===== src/rtl/mmcm_drp_pkg.sv =====
// Shared types for the MMCM divide sequencer: counter field struct, range limits, FSM states.
// Latency: n/a (types, constants and a pure combinational helper only).
// Backpressure: n/a.
package mmcm_drp_pkg;

    // Legal integer range for any MMCM counter.
    localparam logic [6:0] MIN_DIV      = 7'd1;
    localparam logic [6:0] MAX_DIV      = 7'd64;
    // A fractional counter needs a whole integer part on both sides of the phase step.
    localparam logic [6:0] FRAC_MIN_DIV = 7'd2;
    localparam logic [6:0] FRAC_MAX_DIV = 7'd63;

    // One MMCME2 counter in DRP-field form.
    typedef struct packed {
        logic [5:0] high_time;
        logic [5:0] low_time;
        logic       edge_bit;
        logic       no_count;
        logic [2:0] frac;
        logic       frac_en;
        logic       wf_r;
    } counter_fields_t;

    typedef enum logic [2:0] {
        ST_IDLE,
        ST_CALC,
        ST_WAIT_RDY,
        ST_START,
        ST_WAIT_DONE,
        ST_WAIT_LOCK,
        ST_RESP
    } seq_state_t;

    // Integer-only encoding. Divide-by-1 bypasses the counter; 64 splits evenly to 32/32.
    function automatic counter_fields_t int_fields(input logic [6:0] d);
        counter_fields_t f;
        logic [6:0]      hi;
        f  = '0;
        hi = {1'b0, d[6:1]};
        if (d == 7'd1) begin
            f.high_time = 6'd1;
            f.low_time  = 6'd1;
            f.no_count  = 1'b1;
        end else begin
            f.high_time = hi[5:0];
            f.low_time  = 6'(d - hi);
            f.edge_bit  = d[0];
        end
        return f;
    endfunction

endpackage


===== src/rtl/mmcm_count_calc.sv =====
// Divide value (integer + eighths) to MMCME2 counter fields, with range check. Fractional path under MMCM_FRAC_DIV_EN.
// Latency: purely combinational.
// Backpressure: none; caller registers the result when it wants it.
module mmcm_count_calc
    import mmcm_drp_pkg::*;
(
    input  logic [6:0]      div_int,
    input  logic [2:0]      div_frac,
    output counter_fields_t fields,
    output logic            range_err
);

`ifdef MMCM_FRAC_DIV_EN
    logic [3:0] oaf;
    logic [5:0] half;

    // Odd-and-fraction: eighths left over beyond the even half-periods.
    assign oaf  = {div_int[0], 3'b000} + {1'b0, div_frac};
    assign half = div_int[6:1];
`endif

    // Integer encoding by default; a nonzero fraction either switches to the fractional form or is rejected.
    always_comb begin
        fields    = int_fields(div_int);
        range_err = (div_int < MIN_DIV) || (div_int > MAX_DIV);
        if (div_frac != 3'd0) begin
`ifdef MMCM_FRAC_DIV_EN
            range_err        = (div_int < FRAC_MIN_DIV) || (div_int > FRAC_MAX_DIV);
            fields.high_time = half - {5'd0, (oaf <= 4'd8)};
            fields.low_time  = half - {5'd0, (oaf <= 4'd9)};
            fields.edge_bit  = 1'b0;
            fields.no_count  = 1'b0;
            fields.frac      = div_frac;
            fields.frac_en   = 1'b1;
            fields.wf_r      = (oaf >= 4'd1) && (oaf <= 4'd8);
`else
            range_err = 1'b1;
`endif
        end
    end

endmodule


===== src/rtl/mmcm_divide_sequencer.sv =====
// Sequences one MMCM divide/multiply change: encode, hold fields, kick DRP engine, wait done+lock, respond ok/err. Optional MMCM_FRAC_DIV_EN enables fractional out0/fb.
// Latency: range error responds 2 cycles after accept; otherwise gated by reconfig_ready, reconfig_done and lock (bounded by LOCK_TIMEOUT).
// Backpressure: req_ready high only when idle; requests while busy are dropped, nothing is queued.
module mmcm_divide_sequencer
    import mmcm_drp_pkg::*;
#(
    parameter int INIT_OUT0_DIV = 20,
    parameter int INIT_FB_MULT  = 20,
    parameter int INIT_DIVCLK   = 1,
    parameter int LOCK_TIMEOUT  = 65535
) (
    input  logic       clk,
    input  logic       rst_n,
    input  logic       req_valid,
    output logic       req_ready,
    input  logic [9:0] req_out0_div,
    input  logic [9:0] req_fb_mult,
    input  logic [6:0] req_divclk,
    output logic       resp_valid,
    output logic       resp_err,
    output logic       busy,
    output logic [5:0] out0_high_time,
    output logic [5:0] out0_low_time,
    output logic       out0_edge,
    output logic       out0_no_count,
    output logic [2:0] out0_frac,
    output logic       out0_frac_en,
    output logic       out0_wf_r,
    output logic [5:0] fb_high_time,
    output logic [5:0] fb_low_time,
    output logic       fb_edge,
    output logic       fb_no_count,
    output logic [2:0] fb_frac,
    output logic       fb_frac_en,
    output logic       fb_wf_r,
    output logic [5:0] div_high_time,
    output logic [5:0] div_low_time,
    output logic       div_edge,
    output logic       div_no_count,
    output logic       start_reconfig,
    input  logic       reconfig_ready,
    input  logic       reconfig_done,
    input  logic       mmcm_locked
);

    localparam int CNT_W = $clog2(LOCK_TIMEOUT + 1);
    localparam logic [CNT_W-1:0] LOCK_LAST = CNT_W'(LOCK_TIMEOUT - 1);

    localparam counter_fields_t OUT0_INIT = int_fields(7'(INIT_OUT0_DIV));
    localparam counter_fields_t FB_INIT   = int_fields(7'(INIT_FB_MULT));
    localparam counter_fields_t DIV_INIT  = int_fields(7'(INIT_DIVCLK));

    seq_state_t      state, state_nxt;
    logic [9:0]      out0_req, fb_req;
    logic [6:0]      div_req;
    counter_fields_t out0_calc, fb_calc, div_calc;
    logic            out0_err, fb_err, div_range_err, div_err, any_err;
    counter_fields_t out0_q, fb_q;
    logic            err_q;
    logic [CNT_W-1:0] lock_cnt;

    mmcm_count_calc u_out0_calc (
        .div_int   (out0_req[9:3]),
        .div_frac  (out0_req[2:0]),
        .fields    (out0_calc),
        .range_err (out0_err)
    );

    mmcm_count_calc u_fb_calc (
        .div_int   (fb_req[9:3]),
        .div_frac  (fb_req[2:0]),
        .fields    (fb_calc),
        .range_err (fb_err)
    );

    mmcm_count_calc u_div_calc (
        .div_int   (div_req),
        .div_frac  (3'd0),
        .fields    (div_calc),
        .range_err (div_range_err)
    );

    // DIVCLK has no fractional stage, so any fractional encoding on it counts as a range error.
    assign div_err = div_range_err | div_calc.frac_en | div_calc.wf_r | (|div_calc.frac);
    assign any_err = out0_err | fb_err | div_err;

    // State register.
    always_ff @(posedge clk or negedge rst_n) begin
        if (!rst_n) state <= ST_IDLE;
        else        state <= state_nxt;
    end

    // Next-state decode; handshakes are only honoured in the state that waits for them.
    always_comb begin
        state_nxt = state;
        case (state)
            ST_IDLE:      if (req_valid) state_nxt = ST_CALC;
            ST_CALC:      state_nxt = any_err ? ST_RESP : ST_WAIT_RDY;
            ST_WAIT_RDY:  if (reconfig_ready) state_nxt = ST_START;
            ST_START:     state_nxt = ST_WAIT_DONE;
            ST_WAIT_DONE: if (reconfig_done) state_nxt = ST_WAIT_LOCK;
            ST_WAIT_LOCK: if (mmcm_locked || lock_cnt == LOCK_LAST) state_nxt = ST_RESP;
            ST_RESP:      state_nxt = ST_IDLE;
            default:      state_nxt = ST_IDLE;
        endcase
    end

    // Request capture, field update in CALC only, error flag and lock timeout counter.
    always_ff @(posedge clk or negedge rst_n) begin
        if (!rst_n) begin
            out0_req      <= '0;
            fb_req        <= '0;
            div_req       <= '0;
            out0_q        <= OUT0_INIT;
            fb_q          <= FB_INIT;
            div_high_time <= DIV_INIT.high_time;
            div_low_time  <= DIV_INIT.low_time;
            div_edge      <= DIV_INIT.edge_bit;
            div_no_count  <= DIV_INIT.no_count;
            err_q         <= 1'b0;
            lock_cnt      <= '0;
        end else begin
            if (state == ST_IDLE && req_valid) begin
                out0_req <= req_out0_div;
                fb_req   <= req_fb_mult;
                div_req  <= req_divclk;
            end
            if (state == ST_CALC) begin
                err_q <= any_err;
                if (!any_err) begin
                    out0_q        <= out0_calc;
                    fb_q          <= fb_calc;
                    div_high_time <= div_calc.high_time;
                    div_low_time  <= div_calc.low_time;
                    div_edge      <= div_calc.edge_bit;
                    div_no_count  <= div_calc.no_count;
                end
            end
            if (state == ST_WAIT_DONE && reconfig_done) lock_cnt <= '0;
            if (state == ST_WAIT_LOCK) begin
                lock_cnt <= lock_cnt + 1'b1;
                if (!mmcm_locked && lock_cnt == LOCK_LAST) err_q <= 1'b1;
            end
        end
    end

    assign req_ready      = (state == ST_IDLE);
    assign busy           = ~req_ready;
    assign start_reconfig = (state == ST_START);
    assign resp_valid     = (state == ST_RESP);
    assign resp_err       = resp_valid & err_q;

    assign out0_high_time = out0_q.high_time;
    assign out0_low_time  = out0_q.low_time;
    assign out0_edge      = out0_q.edge_bit;
    assign out0_no_count  = out0_q.no_count;
    assign out0_frac      = out0_q.frac;
    assign out0_frac_en   = out0_q.frac_en;
    assign out0_wf_r      = out0_q.wf_r;
    assign fb_high_time   = fb_q.high_time;
    assign fb_low_time    = fb_q.low_time;
    assign fb_edge        = fb_q.edge_bit;
    assign fb_no_count    = fb_q.no_count;
    assign fb_frac        = fb_q.frac;
    assign fb_frac_en     = fb_q.frac_en;
    assign fb_wf_r        = fb_q.wf_r;

endmodule

===== config.mk =====
export PLATFORM = sky130hd
export DESIGN_NAME = mmcm_divide_sequencer
export DESIGN_NICKNAME = d
export VERILOG_FILES = /design/src/rtl/mmcm_drp_pkg.sv /design/src/rtl/mmcm_count_calc.sv /design/src/rtl/mmcm_divide_sequencer.sv
export SDC_FILE = /design/constraint.sdc
export NUM_CORES = 1
export LEC_CHECK = 0
export CORE_MARGIN = 2
export CORE_UTILIZATION = 57
export CTS_CLUSTER_DIAMETER = 40
export DETAILED_ROUTE_END_ITERATION = 8
export PLACE_DENSITY = 0.83
export REMOVE_ABC_BUFFERS = 1
export SETUP_SLACK_MARGIN = 0.15
export SYNTH_ARGS = -nofsm -noshare
export SYNTH_HDL_FRONTEND = slang
export SYNTH_SLANG_ARGS = --single-unit

===== constraint.sdc =====
create_clock -name clk -period 5.5 [get_ports clk]
set_input_delay 1.1 -clock clk [delete_from_list [all_inputs] [get_ports clk]]
set_output_delay 1.1 -clock clk [all_outputs]
set_load 0.01 [all_outputs]

Fig. 1: M1 wires
Supply wires on this layer in grey. Cells faint in the background.
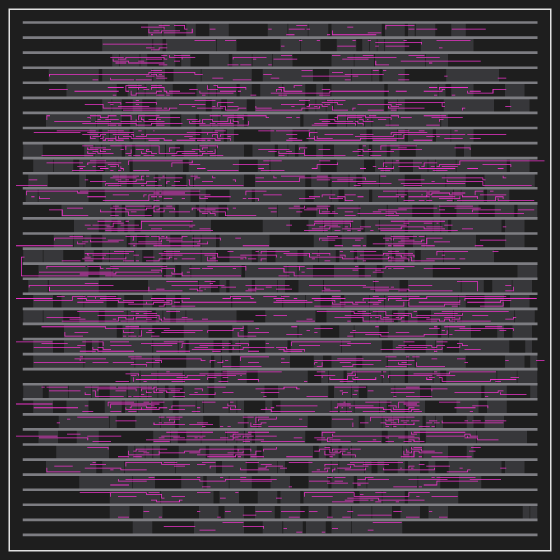
longest straight run = 23.9 microns
main direction = horizontal
via count: 3731
M1 GR Usage: 0.299
Post-Route WL: 10500 microns

Fig. 2: track usage over the die
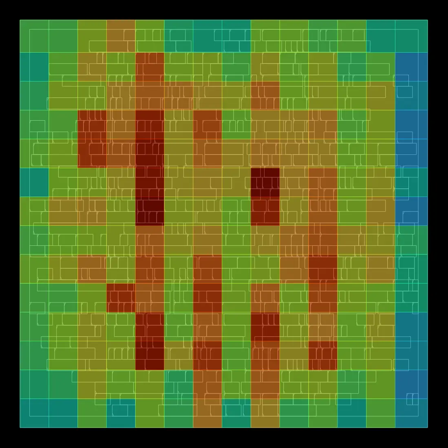
met3 usage: 0.0367
busiest layer in global routing: met2

Fig. 3: sequential cells grouped by signal name
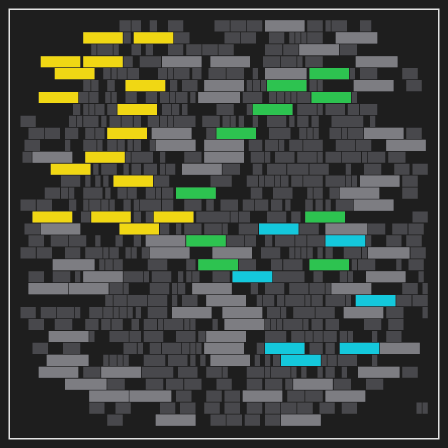
yellow -> `lock_cnt`  # placed flops 16
cyan -> `div_req`  # placed flops 7
green -> `fb_req`  # placed flops 10
total sequential power: 0.986 mW
final core utilization: 0.696
Register Area: 2240 sq um

Fig. 4: signal wires on met2
Cells faint in the background.
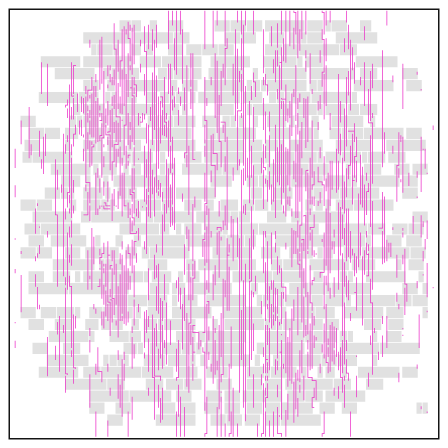
share of all routed wire = 51%
longest straight run = 35.7 microns
main direction = vertical
GR Layer Usage met2: 0.393

Fig. 5: port wiring
Scale bar: 20 microns.
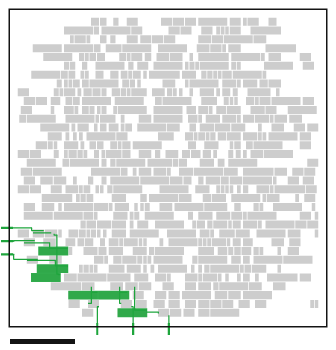
green -> `out0_low_time`  # bits 6, direction output, edge 3 bottom, 3 left, end cells 6, buffers 6, wire 123 microns
I/O Pins: 90
IO Port Bufs: 79

==> results.toml <==
# implementation run metrics
[route]
firstDrtPassIters = 4
wl_per_cell_microns = 15.8

[synthesis]
ys_sh_adder = 0.123
yosys_warnings = 0
area_leaders = "dfrtp_1 39%, ha_1 11%, mux2_2 10%, dfstp_2 5.8%, o21ai_0 3.9%"
synth-simple-area-share = 0.140
synthFlopType = "dfrtp_1"
ys_top_logic_family = "simple AND/OR/NAND/NOR gates"
synthMuxAreaShare = 0.118
yosysUniqueCellTypes = 42
synth-cells-yosys = 480
syn_avg_cell_area_sq_um = 10.4
synth_cells = 480

[placed_design]
dp_slack_ps = 2470
dp_cells = 652
gp_congestion = 0.816

[timing]
fin_skew_ps = 8.32
setup_viol = 0
whs_ps = 478
fin_crit_ps = 3170
max_slew_margin = 0.440

[layout]
final_cells = 668
finalNetCount = 635
seq_share = 0.375
antenna_cells = 0
comb_cells = 337
area_growth_pct = 20.1
top_register = "lock_cnt"
reg_top3 = "lock_cnt: 16 flops, fb_req: 10 flops, out0_req: 10 flops"

[worst_setup_path]
timing.rr.start = "div_req[1]"
r2r_setup_slack_ps = 2840
critPathCaptureType = "primary output"
startpoint_type = "flop"

[clock_network]
ctsHoldBuffers = 0
cts_resized = 0
numCtsBuffers = 9

[power_and_ir_drop]
p_comb_mw = 1.55
combPwrFrac = 0.524
intPower_mw = 1.75
power_mw = 2.96
switchingPower_mw = 1.20

[floorplan]
dieWidth_microns = 97.5
rows = 34
chipArea_sq_um = 9500

[run_status]
status = "finished, final reports clean"

[run]
drv_cap = 0
-- routing by layer --
layer,vias to the layer above,global-route usage,part of all wire
met4,0,0.0919,0.022
met1,1835,0.299,0.43
met3,18,0.0367,0.039
met5,-,0,0
met2,101,0.393,0.51
li1,1777,-,-
-- cell usage in the layout, fill, tap and decap left out, drive strengths merged, types with 7 or more instances in the layout --
master	count
xnor2	9
nand2	48
mux2i	7
clkdlybuf4s50	78
nand4	10
nor4	8
dfstp	11
ha	44
a31oi	10
nor2	42
o21ai	39
dfrtp	78
inv	34
a21oi	8
conb	10
clkbuf	10
mux2	46
-- tightest hold or removal path, cell delays in order, from the launching register on --
cell	delay, ps
dfstp_2	370
inv_1	50
mux2i_1	60
No activity file was given, so power comes from the tool's default toggle rates.
